[src/rtl/arm_pkg.sv]
// Shared fetch-path types and constants.
// Widths, PC step, NOP encoding, fetch FSM states, IF/ID bundle.
package arm_pkg;

  localparam int INST_W = 32;
  localparam int ADDR_W = 32;

  localparam logic [ADDR_W-1:0] PC_STEP  = 32'd4;
  localparam logic [INST_W-1:0] NOP_INST = 32'h0;

  typedef enum logic {
    RUN  = 1'b0,
    HALT = 1'b1
  } fetch_state_e;

  typedef struct packed {
    logic [ADDR_W-1:0] pc;
    logic [INST_W-1:0] inst;
    logic              valid;
  } if_id_t;

endpackage

[src/rtl/if_id_reg.sv]
// IF/ID pipeline register: flush > freeze > load > clear.
// Ports: clk, rst (async active-low), flush, freeze, load, d in, q out.
module if_id_reg
  import arm_pkg::*;
(
  input  logic   clk,
  input  logic   rst,
  input  logic   flush,
  input  logic   freeze,
  input  logic   load,
  input  if_id_t d,
  output if_id_t q
);

  if_id_t q_q;
  if_id_t q_d;

  // Flush and freeze may both be high; flush must win.
  always_comb begin
    q_d = '0;
    priority case (1'b1)
      flush:   q_d = '0;
      freeze:  q_d = q_q;
      load:    q_d = d;
      default: q_d = '0;
    endcase
  end

  always_ff @(posedge clk or negedge rst) begin
    if (!rst) q_q <= '0;
    else      q_q <= q_d;
  end

  assign q = q_q;

endmodule

[src/rtl/fetch_stage.sv]
// Instruction fetch: PC, next-PC mux, RUN/HALT FSM, delivered counter.
// Ports: clk, rst(n), freeze, branch_*, imem_*, id_*, halted, fetch_count.
module fetch_stage
  import arm_pkg::*;
#(
  parameter int MEM_BYTES = 72,
  parameter int CNT_W     = 16
) (
  input  logic              clk,
  input  logic              rst,
  input  logic              freeze,
  input  logic              branch_taken,
  input  logic [ADDR_W-1:0] branch_addr,
  output logic [ADDR_W-1:0] imem_addr,
  input  logic [INST_W-1:0] imem_inst,
  output logic [ADDR_W-1:0] id_pc,
  output logic [INST_W-1:0] id_inst,
  output logic              id_valid,
  output logic              halted,
  output logic [CNT_W-1:0]  fetch_count
);

  localparam logic [ADDR_W-1:0] LAST_ADDR = ADDR_W'(MEM_BYTES - 4);

  fetch_state_e      state_q, state_d;
  logic [ADDR_W-1:0] pc_q, pc_d;
  logic [CNT_W-1:0]  cnt_q, cnt_d;

  logic [ADDR_W-1:0] pc_inc;
  logic [ADDR_W-1:0] tgt;
  logic              in_range;
  logic              at_end;
  logic              load;
  if_id_t            ifid_d;
  if_id_t            ifid_q;

  assign pc_inc   = pc_q + PC_STEP;
  assign tgt      = {branch_addr[ADDR_W-1:2], 2'b00};
  assign in_range = (pc_q <= LAST_ADDR);
  assign at_end   = (pc_inc > LAST_ADDR);
  assign load     = !branch_taken && !freeze &&
                    (state_q == RUN) && in_range;

  // The last word is fetched without advancing, so the PC
  // never leaves the image while running.
  always_comb begin
    state_d = state_q;
    pc_d    = pc_q;
    if (branch_taken) begin
      pc_d    = tgt;
      state_d = (tgt <= LAST_ADDR) ? RUN : HALT;
    end else if (!freeze && state_q == RUN) begin
      if (at_end) state_d = HALT;
      else        pc_d    = pc_inc;
    end
  end

  always_comb begin
    cnt_d = cnt_q;
    if (load && !(&cnt_q)) cnt_d = cnt_q + 1'b1;
  end

  always_comb begin
    ifid_d       = '0;
    ifid_d.pc    = pc_inc;
    ifid_d.inst  = imem_inst;
    ifid_d.valid = 1'b1;
  end

  always_ff @(posedge clk or negedge rst) begin
    if (!rst) begin
      state_q <= RUN;
      pc_q    <= '0;
      cnt_q   <= '0;
    end else begin
      state_q <= state_d;
      pc_q    <= pc_d;
      cnt_q   <= cnt_d;
    end
  end

  if_id_reg u_if_id (
    .clk    (clk),
    .rst    (rst),
    .flush  (branch_taken),
    .freeze (freeze),
    .load   (load),
    .d      (ifid_d),
    .q      (ifid_q)
  );

  assign imem_addr   = pc_q;
  assign id_pc       = ifid_q.pc;
  assign id_inst     = ifid_q.inst;
  assign id_valid    = ifid_q.valid;
  assign halted      = (state_q == HALT);
  assign fetch_count = cnt_q;

endmodule
[config.mk]
export PLATFORM = sky130hd
export DESIGN_NAME = fetch_stage
export DESIGN_NICKNAME = d
export VERILOG_FILES = /design/src/rtl/arm_pkg.sv /design/src/rtl/if_id_reg.sv /design/src/rtl/fetch_stage.sv
export SDC_FILE = /design/constraint.sdc
export NUM_CORES = 1
export LEC_CHECK = 0
export ABC_CLOCK_PERIOD_IN_PS = 5950
export CAP_MARGIN = 20
export CORE_MARGIN = 1.5
export CORE_UTILIZATION = 49
export DETAILED_ROUTE_END_ITERATION = 8
export GPL_ROUTABILITY_DRIVEN = 0
export MAX_ROUTING_LAYER = met4
export PLACE_DENSITY = 0.89
export SYNTH_ARGS = -nofsm -noshare
export SYNTH_HDL_FRONTEND = slang
export SYNTH_SLANG_ARGS = --single-unit
[constraint.sdc]
create_clock -name clk -period 5.95 [get_ports clk]
set_input_delay 1.19 -clock clk [delete_from_list [all_inputs] [get_ports clk]]
set_output_delay 1.19 -clock clk [all_outputs]
set_load 0.1 [all_outputs]
==> run_1/power_grid.png <==
The bar under the picture is 20 µm long. Pins as bars on the die edge. Tap cells in gray.
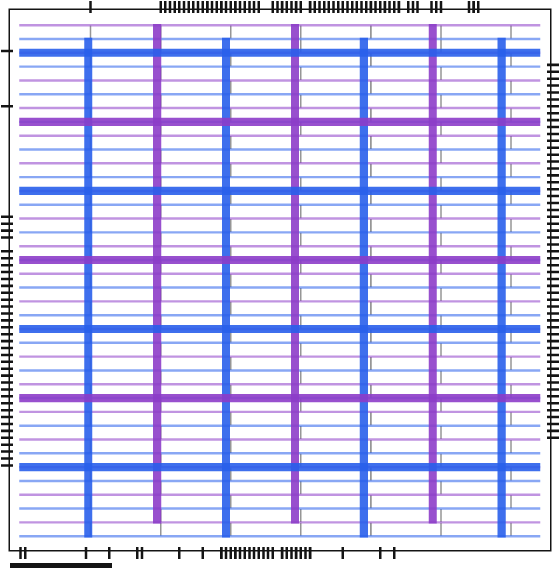
net	color
VSS	blue
VDD	purple
signal pins	182
tap cells	136
met5 straps	7
rows	37
die height: 106.4 µm
Peak VDD IR: 165.3 µV

==> run_1/placement_by_type.png <==
The bar under the picture is 20 µm long.
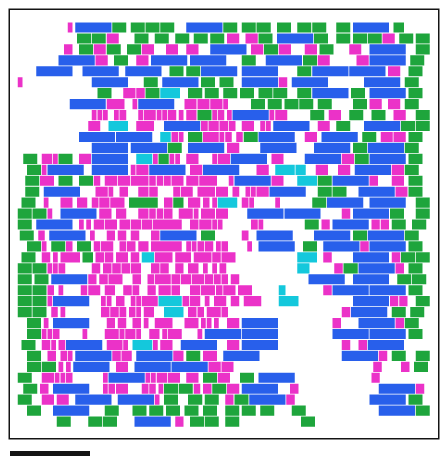
class	color	cells	share of their area
other buffers and delay cells	green	181	26%
flops	blue	111	39%
clock drivers and dummy loads	cyan	16	2.7%
combinational and other logic	magenta	351	33%
row count: 37
flop share of the area: 0.3820
Layout Cell Area excl Fill: 7271 µm²

==> run_1/clk_routes.png <==
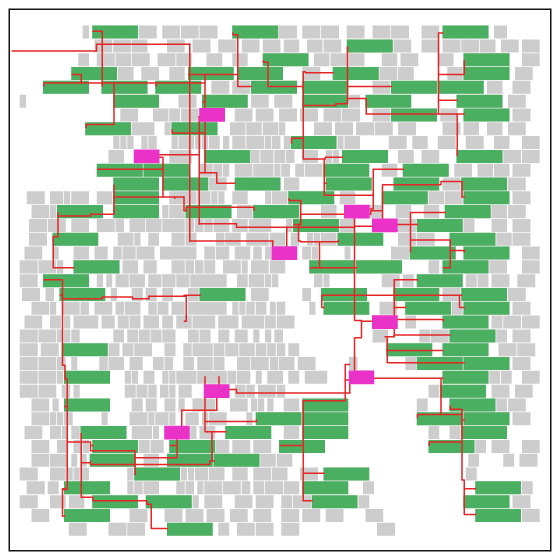
[clock drivers] magenta | count: 9
[clock wires] red | length: 1220 µm
[flip-flops] green | count: 111
routed clock nets	10

==> run_1/wires.png <==
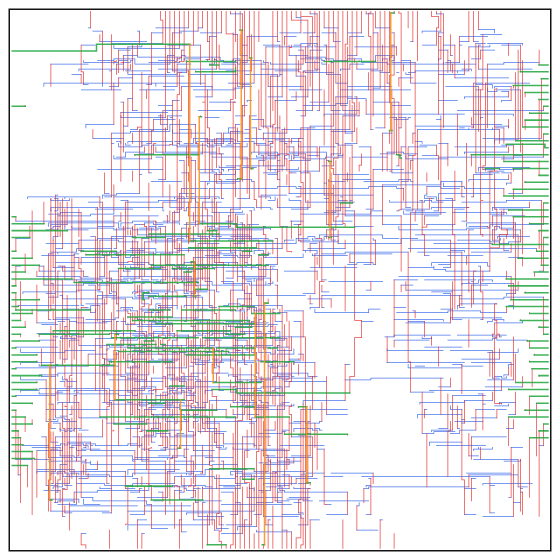
layer	color	wire length
metal 2	red	6900 µm
metal 4	orange	294 µm
metal 3	green	1100 µm
metal 1	blue	6020 µm

==> run 1: critical path, cell delays in order (launching register included) <==
cell and delay, ns:
dfrtp_1 0.59, ha_1 0.40, nand3_2 0.24, or3_1 0.48, or4b_1 0.49, a211oi_1 0.45, nand4_1 0.39, nor3_2 0.81
o21ai_0 0.19
==> run 1: synthesized netlist by cell type (3+ instances only) <==
cell        n
a21oi_1     3
a22o_1     45
a22oi_1     3
and2_1     28
and3_1      7
and4_1      4
buf_2       5
buf_4       4
clkbuf_1   20
dfrtp_1   111
ha_1        5
inv_1       8
mux2i_1     5
nand2_1    54
nand3_1    19
nand4_1    16
nor2_1     23
nor2b_1     5
nor3_1     11
nor3b_1     4
nor4_1     17
o21ai_0     6
o21ai_1    10
o31ai_1     9
xnor2_1    11
xor2_1      9
==> run summary, run 1 <==
fresh numbers from the pnr run: global route overflow=0, crit path to=imem_addr[31], clk pwr=433 µW, Flops=111, Non-clock buffering overhead=0.2492, switching part of the total=0.3505, hold path startpoint=u_if_id.q[38], met3 GRT Util=0.04353, hold endpoint=u_if_id.q[38], MUX area fraction=0.01171, max-slew violation count=0, Post-Route M1 WL=6022 µm, Critical Path Start=imem_addr[2], Tapcell Cnt=136, Hold Violations, Final=0, met1 usage=0.3403, Crit Path Category=register to register, setup TNS=0 ns, # IOs=182, status=completed, Hold WS=0.4913 ns, Avg Vias per Cell=5.942, port buffer count=177, #FFs+latches synth=111, Lkg Pwr=3.078 nW, metal2 WL=6904 µm, Signal inverters=8, post-synth top area cell=dfrtp_1, max cap viols=0, sequential cell area=2778 µm², mi-comb count=343, ranking of synthesized cells by area=dfrtp_1 (53%), a22o_1 (7.5%), nand2_1 (3.9%), Power Dens Cells=222.1 nW/µm², logic area=2292 µm², drt total wl=14320 µm, max reg flops=64, Logic pwr share=0.221, largest net degree at the start of global routing=60, most instantiated logic cell after routing=clkdlybuf4s50_1, fin crit share=0.7013, Most Used Layer, Global Route=met2, fillcell total=736, Post-CTS Setup Bufs=0, Signal buffers=181, post-synth cell types=64, Simple Share, Synth=0.2116, Complex Gates by Area=0.1650, share of layout cells above drive strength 1=0.05918, Place WS=1.795 ns
==> run_1/congestion.png <==
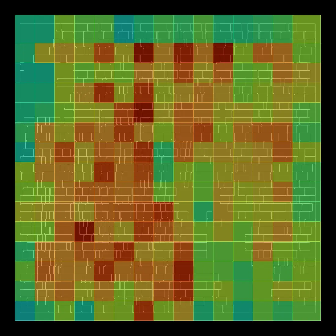

==> inputs of run 2 (changes only) <==
ABC_CLOCK_PERIOD_IN_PS = 4200   (was 5950)
CORE_UTILIZATION = 46   (was 49)
PLACE_DENSITY = 0.84   (was 0.89)
clock period = 4.2 ns   (was 5.95 ns; I/O delays follow)
==> run_2/congestion.png <==
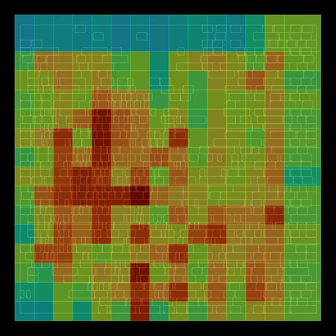
Most Used Layer, Global Route: met2
GR Util All Layers: 0.2612
GRT met2 Usage: 0.4095

==> run_2/placement_by_type.png <==
The bar under the picture is 20 µm long.
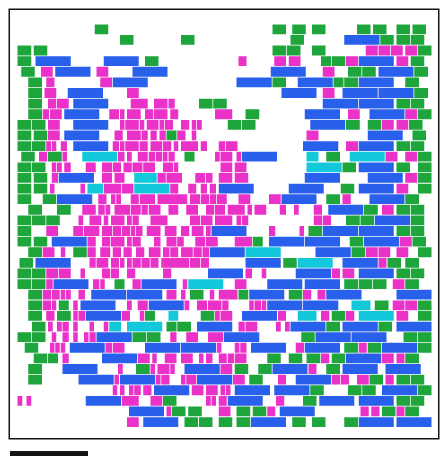
class	color	cells	share of their area
combinational and other logic	magenta	351	32%
clock drivers and dummy loads	cyan	16	4.2%
flops	blue	111	38%
other buffers and delay cells	green	187	25%
flop share of the area: 0.3741
row count: 38

==> run 2 against run 1 <==
Effect of this change: total power rose by 57%; synthesized cell count did not move; register-to-register slack got worse by 1.4 ns; synthesized area did not move; highest routed layer unchanged; core utilization fell by 2.8 points; cell count rose by 1.3%; critical endpoint is now imem_addr[2]; routed wire length rose by 5.2%.
==> run summary, run 2 <==
fresh numbers from the pnr run: status=completed, max cap viols=0, global route overflow=0, share of layout cells above drive strength 1=0.06767, Place WS=0.4624 ns, max-slew violation count=0, Critical Path Start=imem_addr[3], Post-CTS Setup Bufs=0, crit path to=imem_addr[2], fillcell total=805, drt total wl=15070 µm, mi-comb count=343, Non-clock buffering overhead=0.2484, logic area=2292 µm², Buf+Inv Stages, Crit Path=1, post-synth cell types=64, critical path's slowest cell=dfrtp_1, ranking of synthesized cells by area=dfrtp_1 (53%), a22o_1 (7.5%), nand2_1 (3.9%), top-count cell post-synth=dfrtp_1, largest net degree at the start of global routing=64, Hold WS=0.4777 ns, Power Dens Cells=341.9 nW/µm², Lkg Pwr=3.161 nW, Avg Vias per Cell=5.934, most instantiated logic cell after routing=clkdlybuf4s50_1, cell family with most CP delay=simple AND/OR/NAND/NOR gates, Complex Gates by Area=0.1650, Synth top cells by count=dfrtp_1 (111), nand2_1 (54), a22o_1 (45), and2_1 (28), nor2_1 (23), Hold Violations, Final=0, MUX area fraction=0.01171, die height=109.7 µm, Tapcell Cnt=140, critical path's largest stage delay=0.52 ns, setup TNS=0 ns
run 2: netlist changes by cell type in the layout (fill, tap and decap cells not counted):
cell,before,now
clkbuf_16,0,9
buf_4,4,11
clkbuf_8,9,2
clkinv_4,0,2
inv_6,2,0
buf_12,1,0
clkinv_2,1,0
clkinvlp_4,2,1
run 2: power breakdown:
part	leakage (nW)	internal (mW)	switching, mW
Sequential	1.49	1.09	0.0708
Combinational	1.53	0.163	0.351
Clock	0.147	0.447	0.412
run 2: layer usage:
metal | part of all wire | track usage
met5 | 0 | -
met3 | 0.11 | 0.07825
met2 | 0.46 | 0.4095
met4 | 0.028 | 0.08627
met1 | 0.41 | 0.3242
No activity file was given, so power comes from the tool's default toggle rates.
